### Gate-type map

Scale: 4 px per um.
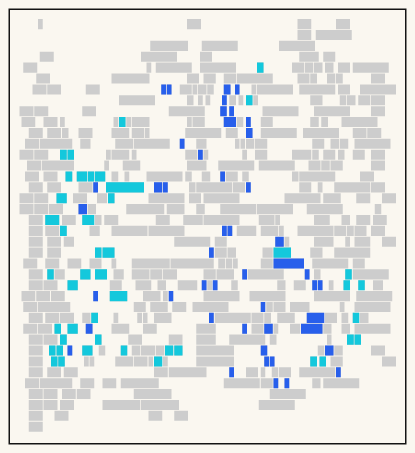
### Cell area per tile

Scale: 2 px per um. The die is cut into 10 by 11 equal tiles; dark purple is low, yellow is high, 0 to 100% covered.
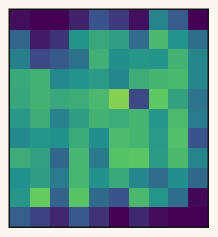
### Nets reached from selected ports

Scale: 3 px per um.
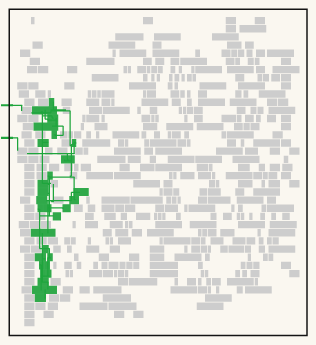
$ cat config.mk
export PLATFORM = sky130hd
export DESIGN_NAME = cpu_debug_console
export DESIGN_NICKNAME = d
export VERILOG_FILES = /design/src/rtl/cpu_debug_console.sv
export SDC_FILE = /design/constraint.sdc
export NUM_CORES = 1
export LEC_CHECK = 0
export CAP_MARGIN = 30
export CORE_ASPECT_RATIO = 1.1
export CORE_MARGIN = 2
export CORE_UTILIZATION = 37
export CTS_BUF_LIST = sky130_fd_sc_hd__clkbuf_8 sky130_fd_sc_hd__clkbuf_16
export DETAILED_ROUTE_END_ITERATION = 8
export PLACE_DENSITY_LB_ADDON = 0.15
export SLEW_MARGIN = 30
export SYNTH_ARGS = -nofsm -noshare
export SYNTH_HDL_FRONTEND = slang
export SYNTH_SLANG_ARGS = --single-unit
$ cat constraint.sdc
create_clock -name clk -period 3.5 [get_ports clk]
set_clock_uncertainty 0.1 [all_clocks]
set_input_delay 0.35 -clock clk [delete_from_list [all_inputs] [get_ports clk]]
set_output_delay 0.35 -clock clk [all_outputs]
set_load 0.05 [all_outputs]
$ cat src/rtl/cpu_debug_console.sv
// Board front end for the single-cycle CPU: a debounced push-button drives the CPU step clock,
// and a switch-selected pair of debug bytes is scanned onto a 4-digit common-anode display.
module cpu_debug_console #(
  parameter int DEBOUNCE_CYCLES = 500000,
  parameter int SCAN_DIV        = 50000
) (
  input  logic        clk,
  input  logic        reset,
  input  logic        step_btn,
  input  logic [1:0]  sel,
  input  logic [31:0] PC,
  input  logic [31:0] NPC,
  input  logic [4:0]  rs,
  input  logic [4:0]  rt,
  input  logic [31:0] reg_out_rs,
  input  logic [31:0] reg_out_rt,
  input  logic [31:0] alu_out,
  input  logic [31:0] db,
  output logic        cpu_clk,
  output logic [15:0] step_count,
  output logic [3:0]  an,
  output logic [7:0]  seg
);
  localparam int DW = $clog2(DEBOUNCE_CYCLES);
  localparam int SW = $clog2(SCAN_DIV);
  localparam logic [DW-1:0] DB_LAST   = DW'(DEBOUNCE_CYCLES - 1);
  localparam logic [SW-1:0] SCAN_LAST = SW'(SCAN_DIV - 1);

  typedef struct packed {
    logic [7:0] left;
    logic [7:0] right;
  } page_t;

  logic          s1, s2;
  logic [DW-1:0] db_cnt;
  logic [SW-1:0] scan_cnt;
  logic [1:0]    idx;
  page_t         page;
  logic [3:0]    nib;

  // Only the low byte of each debug bus is ever displayed.
  logic unused_bits;
  assign unused_bits = ^{PC[31:8], NPC[31:8], reg_out_rs[31:8], reg_out_rt[31:8],
                         alu_out[31:8], db[31:8]};

  function automatic logic [7:0] hex7(input logic [3:0] v);
    case (v)
      4'h0: hex7 = 8'hC0;  4'h1: hex7 = 8'hF9;  4'h2: hex7 = 8'hA4;  4'h3: hex7 = 8'hB0;
      4'h4: hex7 = 8'h99;  4'h5: hex7 = 8'h92;  4'h6: hex7 = 8'h82;  4'h7: hex7 = 8'hF8;
      4'h8: hex7 = 8'h80;  4'h9: hex7 = 8'h90;  4'hA: hex7 = 8'h88;  4'hB: hex7 = 8'h83;
      4'hC: hex7 = 8'hC6;  4'hD: hex7 = 8'hA1;  4'hE: hex7 = 8'h86;  4'hF: hex7 = 8'h8E;
    endcase
  endfunction

  // cpu_clk is the accepted level; the counter only runs while the synced input disagrees with it.
  always_ff @(posedge clk or negedge reset) begin
    if (!reset) begin
      s1         <= 1'b0;
      s2         <= 1'b0;
      db_cnt     <= '0;
      cpu_clk    <= 1'b0;
      step_count <= '0;
    end else begin
      s1 <= step_btn;
      s2 <= s1;
      if (s2 == cpu_clk) begin
        db_cnt <= '0;
      end else if (db_cnt == DB_LAST) begin
        db_cnt  <= '0;
        cpu_clk <= s2;
        if (s2) step_count <= step_count + 16'd1;
      end else begin
        db_cnt <= db_cnt + DW'(1);
      end
    end
  end

  always_comb begin
    page = '0;
    case (sel)
      2'b00: page = '{left: PC[7:0],        right: NPC[7:0]};
      2'b01: page = '{left: {3'b000, rs},   right: reg_out_rs[7:0]};
      2'b10: page = '{left: {3'b000, rt},   right: reg_out_rt[7:0]};
      2'b11: page = '{left: alu_out[7:0],   right: db[7:0]};
    endcase
  end

  always_comb begin
    nib = page.right[3:0];
    case (idx)
      2'd0: nib = page.right[3:0];
      2'd1: nib = page.right[7:4];
      2'd2: nib = page.left[3:0];
      2'd3: nib = page.left[7:4];
    endcase
  end

  always_ff @(posedge clk or negedge reset) begin
    if (!reset) begin
      scan_cnt <= '0;
      idx      <= 2'd0;
      an       <= 4'b1111;
      seg      <= 8'hFF;
    end else begin
      if (scan_cnt == SCAN_LAST) begin
        scan_cnt <= '0;
        idx      <= idx + 2'd1;
      end else begin
        scan_cnt <= scan_cnt + SW'(1);
      end
      // Pins follow the pre-advance index, so they lag the index by one cycle.
      an  <= ~(4'b0001 << idx);
      seg <= hex7(nib);
    end
  end
endmodule

==> results.ini <==
[routing]
wirelength_mm = 8.20
viasPerCell = 5.04
drt_iter0_drc = 91
wire_per_inst_um = 14.2
route.met2.wl_mm = 3.83
routed.top_layer = met4
drc = 0

[floorplanning]
design.core.area_um2 = 9750
rows = 38
floorplan.core_util = 0.375
fp.dieH_um = 108
chipArea_um2 = 10700

[finish]
reg_top3 = db_cnt x19, scan_cnt x16, step_count x16
largest_reg_flops = 19
mostFrequentLayoutCells = 89 x clkdlybuf4s50_1, 56 x dfrtp_1, 33 x nor2_1
num-nets-final = 673
n_clock_buffer = 10
comb.multi_input.count = 256
logic_area_um2 = 1840
synthToLayoutAreaGrowth_pct = 34.2
flop-count = 67

[setup_path]
crit_type = reg2reg
cp-start-kind = register
cpPeakStageDelay_ns = 0.43
crit_family = AND-OR/OR-AND gates
r2r_slack_ns = 0.81
reg2reg_from = idx[0]$_DFFE_PN0N_
crit_path_end = seg[4]$_DFF_PN1_
end_kind = register
rr_worst_depth = 10
cp_max_fo = 12
cp_num_cells = 10

[logic_synthesis]
synth_cells = 353
edf_count = 0
synth.logic.top_family = simple AND/OR/NAND/NOR gates
synthTopCellsByArea = dfrtp_1 38%, dfstp_2 7.9%, xnor2_1 6.9%
syn-cell-area_um2 = 3660
synth_top_area_share = 0.383
postSynthSeqShare = 0.462
postSynthAreaPerCell_um2 = 10.4
synth-adder-area-share = 0.0513
top_cell = dfrtp_1
compound_area_frac = 0.0893
ys_cells = 353
async_flop_share = 1.00

[timing]
setup-violations-final = 0
fin_setup_tns_ns = 0
tightest_slew_ns = 0.637
fin_ws_ns = 0.808
finalClockPeriodUsage = 0.769
relSlewSlack = 0.574
hold_slack_ns = 0.249
rsz0062_at_grt = false
hold_viol_final = 0

[global_route]
grt.busiest_layer = met2
antenna_found_initial = 0
grt.met2_usage = 0.270
first_global_vias = 2990
grt_max_degree = 27

[outcome]
status = finished, final reports clean

[power]
p_int_uw = 1280
powerComb_uw = 279
p_clk_frac = 0.364
p_total_uw = 1720
pg_clk_uw = 624
vdd_drop_max_mv = 0.148
power_top_consumer = sequential cells
power_switching_uw = 436

[place]
gp_routability_congestion = 0.770
post-dp-hpwl_mm = 6.38

[clock_network]
clkSinkCount = 67
h-tree-depth = 3
cts_hold_buf = 1
worstSkewPairLatency_ns = 0.34

[worst_hold_path]
worstHoldPathCells = 0

About 'Gate-type map':
color	family	cells	most used
cyan	aoi and oai cells	45	o21ai_0
blue	nor cells	47	nor2_1
most used logic cell in the final layout: clkdlybuf4s50_1
Comb/total area: 0.375
Layout Cells excl Fill: 576

About 'Cell area per tile':
nearly empty tiles	5.5%
densest ninth of the die	center
tiles over 75% full	1.8%
fullest tile	81%
emptiest ninth of the die	upper left

About 'Nets reached from selected ports':
color	port	bits	direction	edge	end cells	wire
green	sel	2	input	left	32	271 um
# IOs: 236
Port Buffers: 90

